$ cat src/rtl/dbg_bus_bridge_pkg.sv
// Shared constants for the byte-stream debug bus bridge: command/response
// codes, FSM encodings and the response record handed to the tx shifter.
package dbg_bus_bridge_pkg;

  localparam logic [7:0] CMD_WR  = 8'h57;
  localparam logic [7:0] CMD_RD  = 8'h52;
  localparam logic [7:0] RSP_OK  = 8'h4B;
  localparam logic [7:0] RSP_ERR = 8'h3F;
  localparam logic [7:0] RSP_TMO = 8'h54;

  localparam logic [2:0] ST_IDLE = 3'd0;
  localparam logic [2:0] ST_ADDR = 3'd1;
  localparam logic [2:0] ST_DATA = 3'd2;
  localparam logic [2:0] ST_BUS  = 3'd3;
  localparam logic [2:0] ST_RESP = 3'd4;

  localparam int RSP_MAX = 5;

  typedef struct packed {
    logic [8*RSP_MAX-1:0] bytes;
    logic [2:0]           len;
  } rsp_t;

  function automatic logic is_cmd(input logic [7:0] b);
    return (b == CMD_WR) || (b == CMD_RD);
  endfunction

endpackage

$ cat src/rtl/dbg_bus_bridge_if.sv
// UART byte streams and SoC memory bus seen by the debug bridge.
interface dbg_bus_bridge_if #(
  parameter int ADDR_BYTES = 4
) ();
  logic [7:0]              rx_data;
  logic                    rx_valid;
  logic                    rx_ready;
  logic [7:0]              tx_data;
  logic                    tx_valid;
  logic                    tx_ready;
  logic                    stb;
  logic                    ack;
  logic                    we;
  logic [8*ADDR_BYTES-1:0] addr;
  logic [31:0]             dtw;
  logic [31:0]             dtr;

  modport master (
    input  rx_data, rx_valid, tx_ready, ack, dtr,
    output rx_ready, tx_data, tx_valid, stb, we, addr, dtw
  );

  modport slave (
    output rx_data, rx_valid, tx_ready, ack, dtr,
    input  rx_ready, tx_data, tx_valid, stb, we, addr, dtw
  );
endinterface

$ cat src/rtl/dbg_resp_shifter.sv
// Holds up to RSP_MAX response bytes and plays them out MSB first over a
// valid/ready handshake; o_done flags acceptance of the final byte.
module dbg_resp_shifter
  import dbg_bus_bridge_pkg::*;
(
  input  logic       clk,
  input  logic       reset,
  input  logic       i_load,
  input  rsp_t       i_rsp,
  input  logic       i_ready,
  output logic [7:0] o_data,
  output logic       o_valid,
  output logic       o_done
);

  logic [8*RSP_MAX-1:0] r_buf;
  logic [2:0]           r_cnt;
  logic                 w_fire;

  assign o_valid = (r_cnt != 3'd0);
  assign w_fire  = o_valid && i_ready;
  assign o_done  = w_fire && (r_cnt == 3'd1);
  assign o_data  = r_buf[8*RSP_MAX-1 -: 8];

  always_ff @(posedge clk or negedge reset) begin
    if (!reset) begin
      r_buf <= '0;
      r_cnt <= 3'd0;
    end else if (i_load) begin
      r_buf <= i_rsp.bytes;
      r_cnt <= i_rsp.len;
    end else if (w_fire) begin
      r_buf <= {r_buf[8*RSP_MAX-9:0], 8'h00};
      r_cnt <= r_cnt - 3'd1;
    end
  end

endmodule

$ cat src/rtl/dbg_bus_bridge.sv
// Debug bus initiator: parses framed command bytes, runs one bus read or
// write with a bounded wait for ack, and streams back the response bytes.
module dbg_bus_bridge
  import dbg_bus_bridge_pkg::*;
#(
  parameter int ADDR_BYTES = 4,
  parameter int TIMEOUT    = 1023
) (
  input  logic              clk,
  input  logic              reset,
  dbg_bus_bridge_if.master  bus,
  output logic              busy
);

  localparam int AW    = 8 * ADDR_BYTES;
  localparam int TMO_W = $clog2(TIMEOUT + 1);
  localparam int CNT_W = $clog2(((ADDR_BYTES > 4) ? ADDR_BYTES : 4) + 1);

  logic [2:0]       r_state;
  logic             r_rx_rdy;
  logic             r_we;
  logic [AW-1:0]    r_addr;
  logic [31:0]      r_dtw;
  logic [CNT_W-1:0] r_cnt;
  logic [TMO_W-1:0] r_tmo;

  logic [2:0]       w_nxt;
  logic             w_rx_fire;
  logic             w_ack;
  logic             w_tmo;
  logic             w_addr_last;
  logic             w_data_last;
  logic             w_load;
  logic             w_tx_done;
  rsp_t             w_rsp;

  assign w_rx_fire   = bus.rx_valid && r_rx_rdy;
  assign w_ack       = (r_state == ST_BUS) && bus.ack;
  // ack takes priority over an expiring timeout in the same cycle
  assign w_tmo       = (r_state == ST_BUS) && !bus.ack && (r_tmo == TMO_W'(TIMEOUT));
  assign w_addr_last = (r_cnt == CNT_W'(ADDR_BYTES - 1));
  assign w_data_last = (r_cnt == CNT_W'(3));
  assign w_load      = (w_nxt == ST_RESP) && (r_state != ST_RESP);

  always_comb begin
    w_nxt = r_state;
    case (r_state)
      ST_IDLE: if (w_rx_fire) w_nxt = is_cmd(bus.rx_data) ? ST_ADDR : ST_RESP;
      ST_ADDR: if (w_rx_fire && w_addr_last) w_nxt = r_we ? ST_DATA : ST_BUS;
      ST_DATA: if (w_rx_fire && w_data_last) w_nxt = ST_BUS;
      ST_BUS:  if (w_ack || w_tmo) w_nxt = ST_RESP;
      ST_RESP: if (w_tx_done) w_nxt = ST_IDLE;
      default: w_nxt = ST_IDLE;
    endcase
  end

  always_comb begin
    w_rsp.bytes = {RSP_ERR, 32'h0};
    w_rsp.len   = 3'd1;
    if (w_tmo) begin
      w_rsp.bytes = {RSP_TMO, 32'h0};
    end else if (w_ack) begin
      if (r_we) begin
        w_rsp.bytes = {RSP_OK, 32'h0};
      end else begin
        w_rsp.bytes = {CMD_RD, bus.dtr};
        w_rsp.len   = 3'd5;
      end
    end
  end

  always_ff @(posedge clk or negedge reset) begin
    if (!reset) begin
      r_state  <= ST_IDLE;
      r_rx_rdy <= 1'b0;
      r_we     <= 1'b0;
      r_addr   <= '0;
      r_dtw    <= '0;
      r_cnt    <= '0;
      r_tmo    <= '0;
    end else begin
      r_state  <= w_nxt;
      r_rx_rdy <= (w_nxt == ST_IDLE) || (w_nxt == ST_ADDR) || (w_nxt == ST_DATA);
      case (r_state)
        ST_IDLE: if (w_rx_fire) begin
          r_cnt <= '0;
          if (is_cmd(bus.rx_data)) r_we <= (bus.rx_data == CMD_WR);
        end
        ST_ADDR: if (w_rx_fire) begin
          r_addr <= AW'({r_addr, bus.rx_data});
          r_cnt  <= w_addr_last ? '0 : r_cnt + 1'b1;
        end
        ST_DATA: if (w_rx_fire) begin
          r_dtw <= {r_dtw[23:0], bus.rx_data};
          r_cnt <= w_data_last ? '0 : r_cnt + 1'b1;
        end
        ST_BUS: r_tmo <= (bus.ack || w_tmo) ? '0 : r_tmo + 1'b1;
        default: ;
      endcase
    end
  end

  dbg_resp_shifter u_resp (
    .clk     (clk),
    .reset   (reset),
    .i_load  (w_load),
    .i_rsp   (w_rsp),
    .i_ready (bus.tx_ready),
    .o_data  (bus.tx_data),
    .o_valid (bus.tx_valid),
    .o_done  (w_tx_done)
  );

  assign bus.rx_ready = r_rx_rdy;
  assign bus.stb      = (r_state == ST_BUS);
  assign bus.we       = r_we;
  assign bus.addr     = r_addr;
  assign bus.dtw      = r_dtw;
  assign busy         = (r_state != ST_IDLE);

endmodule

$ cat src/flat_wrapper.sv
// flat-port wrapper written by rule: the top's interface ports become plain ports
module dbg_bus_bridge_flat import dbg_bus_bridge_pkg::*;
#(
  parameter int ADDR_BYTES = 4,
  parameter int TIMEOUT    = 1023
)
  (clk, reset, busy, bus_rx_data, bus_rx_valid, bus_tx_ready, bus_ack, bus_dtr, bus_rx_ready, bus_tx_data, bus_tx_valid, bus_stb, bus_we, bus_addr, bus_dtw);
  dbg_bus_bridge_if #(.ADDR_BYTES(ADDR_BYTES)) bus_i ();
  input  logic clk;
  input  logic reset;
  output logic busy;
  input wire logic [$bits(bus_i.rx_data)-1:0] bus_rx_data;
  input wire logic [$bits(bus_i.rx_valid)-1:0] bus_rx_valid;
  input wire logic [$bits(bus_i.tx_ready)-1:0] bus_tx_ready;
  input wire logic [$bits(bus_i.ack)-1:0] bus_ack;
  input wire logic [$bits(bus_i.dtr)-1:0] bus_dtr;
  output wire logic [$bits(bus_i.rx_ready)-1:0] bus_rx_ready;
  output wire logic [$bits(bus_i.tx_data)-1:0] bus_tx_data;
  output wire logic [$bits(bus_i.tx_valid)-1:0] bus_tx_valid;
  output wire logic [$bits(bus_i.stb)-1:0] bus_stb;
  output wire logic [$bits(bus_i.we)-1:0] bus_we;
  output wire logic [$bits(bus_i.addr)-1:0] bus_addr;
  output wire logic [$bits(bus_i.dtw)-1:0] bus_dtw;
  assign bus_i.rx_data = bus_rx_data;
  assign bus_i.rx_valid = bus_rx_valid;
  assign bus_i.tx_ready = bus_tx_ready;
  assign bus_i.ack = bus_ack;
  assign bus_i.dtr = bus_dtr;
  assign bus_rx_ready = bus_i.rx_ready;
  assign bus_tx_data = bus_i.tx_data;
  assign bus_tx_valid = bus_i.tx_valid;
  assign bus_stb = bus_i.stb;
  assign bus_we = bus_i.we;
  assign bus_addr = bus_i.addr;
  assign bus_dtw = bus_i.dtw;
  dbg_bus_bridge #(.ADDR_BYTES(ADDR_BYTES), .TIMEOUT(TIMEOUT)) u_core (.clk(clk), .reset(reset), .bus(bus_i), .busy(busy));
endmodule
$ cat config.mk
export PLATFORM = sky130hd
export DESIGN_NAME = dbg_bus_bridge_flat
export DESIGN_NICKNAME = d
export VERILOG_FILES = /design/src/rtl/dbg_bus_bridge_pkg.sv /design/src/rtl/dbg_bus_bridge_if.sv /design/src/rtl/dbg_resp_shifter.sv /design/src/rtl/dbg_bus_bridge.sv /design/src/flat_wrapper.sv
export SDC_FILE = /design/constraint.sdc
export NUM_CORES = 1
export LEC_CHECK = 0
export ABC_AREA = 0
export CAP_MARGIN = 10
export CORE_ASPECT_RATIO = 0.5
export CORE_MARGIN = 5
export CORE_UTILIZATION = 37
export DETAILED_ROUTE_END_ITERATION = 8
export GPL_ROUTABILITY_DRIVEN = 1
export MAX_ROUTING_LAYER = met4
export PLACE_DENSITY = 0.73
export SYNTH_ARGS = -nofsm -noshare
export SYNTH_HDL_FRONTEND = slang
export SYNTH_SLANG_ARGS = --single-unit
$ cat constraint.sdc
create_clock -name clk -period 4.1 [get_ports clk]
set_clock_uncertainty 0.1 [all_clocks]
set_input_delay 0.82 -clock clk [delete_from_list [all_inputs] [get_ports clk]]
set_output_delay 0.82 -clock clk [all_outputs]
set_load 0.01 [all_outputs]
run_1/placement.png
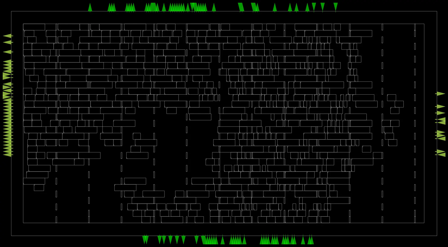
seq_cells: 125
sequential portion of the cell area: 42.7%
final core utilization: 51.2%
Placeable Area: 14,300 µm²

run_1/clk_routes.png
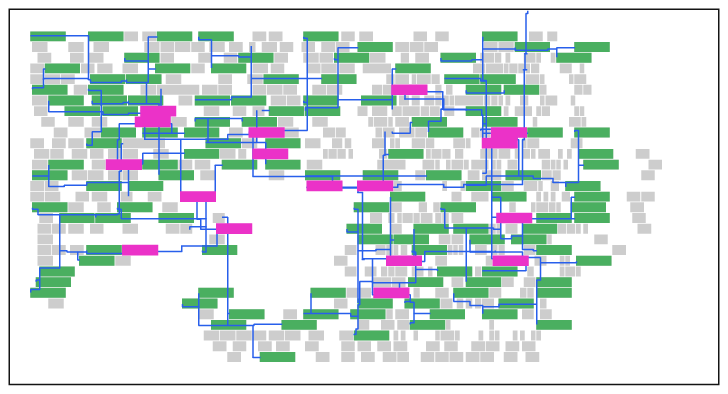
[flip-flops] green | count: 125
[clock drivers] magenta | count: 17
[clock wires] blue | length: 1,670 µm
flops lie: widely spread
worst-skew pair later-pin latency: 0.41 ns
Clock power frac: 38.5%
Power Clock: 1.49 mW

==> results_dict.tcl, run 1 <==
# yosys + openroad results
set metrics [dict create \
    critical-path-max-stage-delay_ns 0.47 \
    outcome "finished clean" \
    drtIter0Drc 193 \
    grt_pass1_wl_um 20700 \
    drt-total-wl_um 12500 \
    root_buffer "clkbuf_16" \
    topCellsByArea "dfrtp_1 (58%), mux2_2 (14%), a2bb2oi_1 (3.9%), nand2_1 (3.7%), o21ai_1 (1.9%)" \
    synth_area_per_cell_um2 12.3 \
    p_leak_nw 3.31 \
    cp.arrival_ns 3.15 \
    ys.flop_type "dfrtp_1" \
    hold_violations 0 \
    yosys-stat-cells 434 \
    timing.final.crit_period_ns 2.98 \
    htreeDepth 4 \
    async_flop_share_pct 100 \
    drive_gt1_share_pct 20.5 \
    path_max_fanout 24 \
    min_path_type "flip-flop to flip-flop" \
    reg2reg_depth 6 \
    hold_buffers 0 \
    syn_area_um2 5360 \
    p_per_area_nw_per_um2 530 \
    ys_ff 125 \
    die-width_um 180 \
    dp_hpwl_um 8430 \
    vias_per_cell 4.95 \
    crit_buf_inv 1 \
    gp_congestion 0.812 \
    hold_depth 1 \
    chipArea_um2 17100 \
    firstDrtPassIters 4 \
    reg2reg_to "u_core.u_resp.r_buf[8]" \
    critPathTopFamily "simple AND/OR/NAND/NOR gates" \
    slowest_stage "or3_1" \
    peakVddDrop_mv 0.298 \
    worstPathRequired_ns 4.28 \
    edf_count 0 \
    r2r_setup_slack_ns 1.73 \
    io_buffers 121 \
    grt.total_usage_pct 15.7 \
    rows 31 \
]
run_1/sizes.png
Bar = 50 µm.
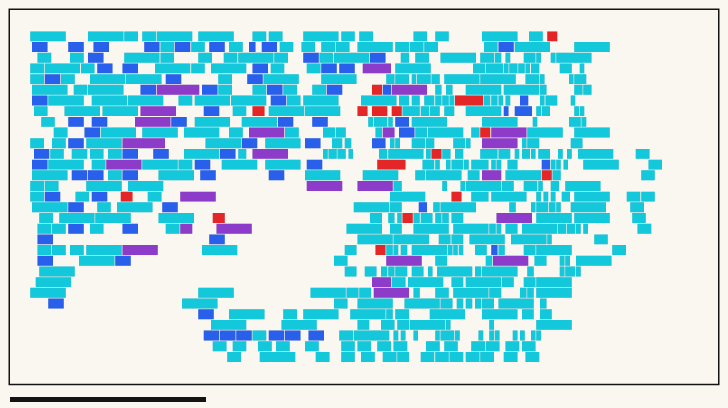
[_6 and larger] purple | cells: 24
[_3 and _4 cells] red | cells: 16
[_0 and _1 cells] cyan | cells: 449
[_2 cells] blue | cells: 76
buffers outside the clock class: 128
Area growth syn-to-layout: 36.7%
final instance area: 7320 µm²

[run 1: cells by family (layout without fill, tap and decap cells)]
group	Yosys count	count (layout)	synth area share, %
muxes	67	67	14.1
and+or+nand+nor	107	107	9.83
xor gates and xnor gates	10	10	1.63
buffers and inverters	36	167	3.53
adders and majority gates	6	6	1.35
DFF	125	125	58.4
AOI/OAI and AO/OA	83	83	11.2
[run 1: power breakdown]
part / internal (mW) / switching [mW] / total [mW] / leakage [nW]
Sequential: 1.44 / 0.149 / 1.59 / 1.66
Clock: 0.931 / 0.563 / 1.49 / 0.283
Combinational: 0.434 / 0.359 / 0.793 / 1.37
[run 1: layer usage]
metal / vias up / part of all wire (%) / GRT usage [%]
li1: 1790 / - / -
met1: 1898 / 46 / 19.8
met2: 83 / 49 / 24.8
met3: 6 / 4.7 / 4.80
met4: 0 / 0.34 / 4.47
met5: - / 0 / -
[run 1: state kept, by name, indices dropped and copies added, names as in the netlist]
register and cells:
u_core.bus.dtw 32, u_core.r_state 3, u_core.u_resp.r_cnt 3, u_core.u_resp.r_buf 40, u_core.bus.we 1, u_core.r_cnt 3, u_core.r_tmo 10, u_core.bus.addr 32
u_core.bus.rx_ready 1
[run 1: through the flow]
step           std cells  worst slack [ns]  hold slack [ns]  utilization, %  area (µm²)
6_report             763              1.12            0.399            51.2        7320
5_1_grt              763              1.05            0.420            51.2        7320
4_1_cts              763              1.18            0.402            51.2        7320
3_5_place_dp         731             0.782            0.382            47.0        6730
3_3_place_gp         731             0.778            0.386            47.0        6730
2_1_floorplan        434              1.69            0.361               -        5360
[run 1: layout make-up]
type                            instances  area (µm²)
Clock buffer                           20         457
Clock inverter                         12         136
Fill cell                            1207        6990
Inverter                                7        26.3
Multi-Input combinational cell        273        2050
Sequential cell                       125        3130
Tap cell                              198         248
Timing Repair Buffer                  128        1270
[run 1: worst max-delay path by stage]
stage,from,to,slack (ns),depth (start not counted)
2_1_floorplan,bus_rx_data[5],u_core.u_resp.r_buf[25],1.69,6
3_5_place_dp,bus_rx_data[5],u_core.u_resp.r_buf[28],0.78,6
4_1_cts,bus_rx_data[5],u_core.u_resp.r_buf[8],1.18,6
6_report,bus_rx_data[5],u_core.u_resp.r_buf[8],1.12,6
3_3_place_gp,bus_rx_data[3],u_core.u_resp.r_buf[9],0.78,6
5_1_grt,bus_rx_data[5],u_core.u_resp.r_buf[18],1.05,6
[run 1: placed cells by master, fill, tap and decap left out, types with 5 or more instances in the layout]
cell type,n
a31oi_1,5
a2bb2oi_1,24
nand2_1,53
xor2_1,6
buf_4,7
mux2_2,66
a22o_1,9
ha_1,5
o21ai_1,20
nor2_1,16
o21ai_0,7
nand2b_1,6
clkdlybuf4s50_1,120
clkbuf_16,17
dfrtp_1,125
inv_1,6
==> run 2: changes to the inputs <==
PLACE_DENSITY = 0.75   (was 0.73)
clock period = 2.59 ns   (was 4.1 ns; I/O delays follow)
==> results_dict.tcl, run 2 <==
# yosys + openroad results
set metrics [dict create \
    slowest_stage "dfrtp_1" \
    async_flop_share_pct 100 \
    p_leak_nw 3.40 \
    dpl_cell_area_um2 6910 \
    peakVddDrop_mv 0.461 \
    die_h_um 95.1 \
    outcome "finished clean" \
    final_cell_mix "dfrtp_1 (124), clkdlybuf4s50_1 (120), mux2_2 (66), nand2_1 (53), a2bb2oi_1 (24)" \
    lay_top_count "dfrtp_1" \
    ys.flop_type "dfrtp_1" \
    vias_per_cell 4.87 \
    dp_hpwl_um 8880 \
    hold_buffers 0 \
    hold_violations 0 \
    edf_count 0 \
    worstPathRequired_ns 1.97 \
    final_cell_area_um2 7510 \
    reg2reg_depth 6 \
    dp_slack_ns -0.187 \
    wl_met1_um 5640 \
    fin_ws_ns 0.113 \
    wl_met3_um 479 \
    cp.arrival_ns 1.86 \
    startpoint_type "flip-flop" \
    syn_area_um2 5360 \
    drive_gt1_share_pct 22.9 \
    dr_wl_met2_um 6300 \
    drt-total-wl_um 12500 \
    gp_congestion 0.847 \
    critical-path-max-stage-delay_ns 0.59 \
    htreeDepth 4 \
    firstDrtPassIters 4 \
    rsz0062_at_grt "no" \
    io_buffers 121 \
    highest_layer "met4" \
    largest_reg_flops 40 \
    rows 31 \
    timing.final.crit_period_ns 2.48 \
    syn_to_final_growth_pct 40.2 \
    largest_register "u_core.u_resp.r_buf" \
    ys_ff 125 \
    core_area_um2 14300 \
    p_per_area_nw_per_um2 829 \
    root_buffer "clkbuf_16" \
    synth_area_per_cell_um2 12.3 \
    max_slew.worst_pin.slew_ns 0.582 \
    min_path_type "primary input to async pin" \
    die-width_um 180 \
    chipArea_um2 17100 \
]
==> run 2: cell counts after synthesis <==
No cell type changed its count.
==> run 2: routing by layer <==
layer / vias up / global-route usage [%]
li1: 1812 / -
met1: 1889 / 19.3
met2: 74 / 25.4
met3: 11 / 3.77
met4: 0 / 5.09
met5: - / -
==> run 2: kinds of logic (layout without fill, tap and decap cells) <==
| group | Yosys count | count (layout) | share of synthesized area [%] |
|---|---|---|---|
| muxes | 67 | 67 | 14.1 |
| adders and majority gates | 6 | 6 | 1.35 |
| buffers and inverters | 36 | 182 | 3.53 |
| and+or+nand+nor | 107 | 107 | 9.83 |
| xor gates and xnor gates | 10 | 10 | 1.63 |
| DFF | 125 | 125 | 58.4 |
| AOI/OAI and AO/OA | 83 | 83 | 11.2 |
==> run 2: what timing repair did <==
item	4_1_cts	5_1_grt
hold endpoints to repair	0	0
endpoints found under the setup margin	0	1
gates resized	0	1
==> run 2: cell type report <==
cell class	count	area (µm²)
clock buffers	20	467
clock inverters	12	138
fillers	1204	6800
inverters	7	26.3
multi-input cells	273	2050
flip-flops and latches	125	3130
well taps	198	248
repair buffers	143	1450
==> run 2: report_power, final <==
group	switching, mW	internal [mW]	total [mW]
sequential	0.228	2.29	2.52
combinational	0.581	0.754	1.34
clock	0.876	1.50	2.37
==> run 2: critical path, delay by kind of cell (launching register included) <==
kind	cells	cell delay, ns
buffers and inverters	2	0.69
DFF	1	0.59
and+or+nand+nor	1	0.18
==> run 2: worst paths after layout <==
check | endpoint | slack, ns | start
max in group asynchronous | u_core.r_state[1] | 1.70 | reset
worst max-delay path | bus_stb | 0.11 | u_core.r_state[0]
min in group clk | u_core.u_resp.r_buf[1] | 0.40 | u_core.u_resp.r_buf[1]
worst max register to register | u_core.u_resp.r_buf[2] | 0.34 | u_core.r_state[0]
worst min-delay path | u_core.r_tmo[6] | 0.0009 | reset
worst min register to register | u_core.u_resp.r_buf[1] | 0.40 | u_core.u_resp.r_buf[1]
==> run 2: through the flow <==
stage | hold WS, ns | std cells | TNS, ns
after floorplan | 0.122 | 434 | 0
after global placement | 0.381 | 746 | -3.71
after detailed placement | 0.389 | 746 | -5.04
after CTS | 0.0163 | 778 | 0
after global routing | 0.0382 | 778 | 0
final | 0.000876 | 778 | 0
run_2/clk_routes.png
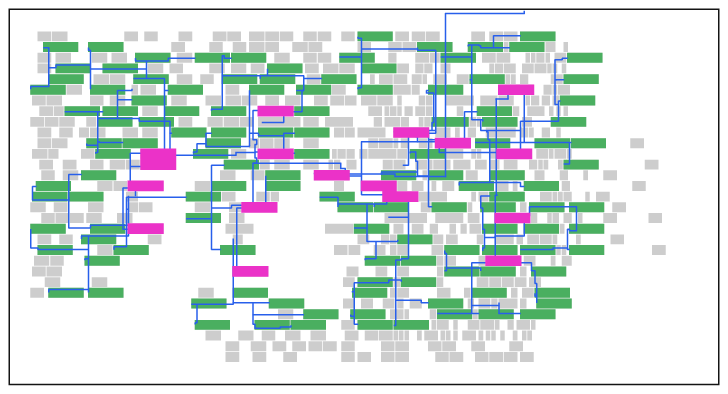
[clock drivers] magenta | count: 17
[clock wires] blue | length: 1,570 µm
[flip-flops] green | count: 125
flops lie: widely spread
routed clock nets: 18
Power Clock: 2.37 mW
Clock power frac: 38.1%
worst-skew pair later-pin latency: 0.40 ns

run_2/metal_density.png
Bar = 50 µm. 36 x 19 tiles, from dark purple (low) to yellow (high), scaled to the fullest tile. Values are wire area over tile area, all layers added.
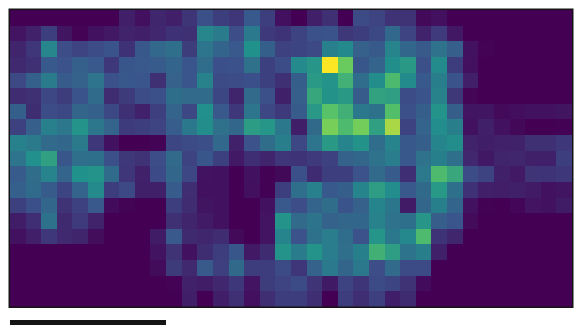
densest ninth of the die: top center
tiles over half the peak: 6.4%
mean over tiles: 0.11
emptiest ninth of the die: lower left
nearly empty tiles: 25%
drt wl/cell: 16.1 µm
Total Routing Usage GR: 15.5%

No activity file was given, so power comes from the tool's default toggle rates.
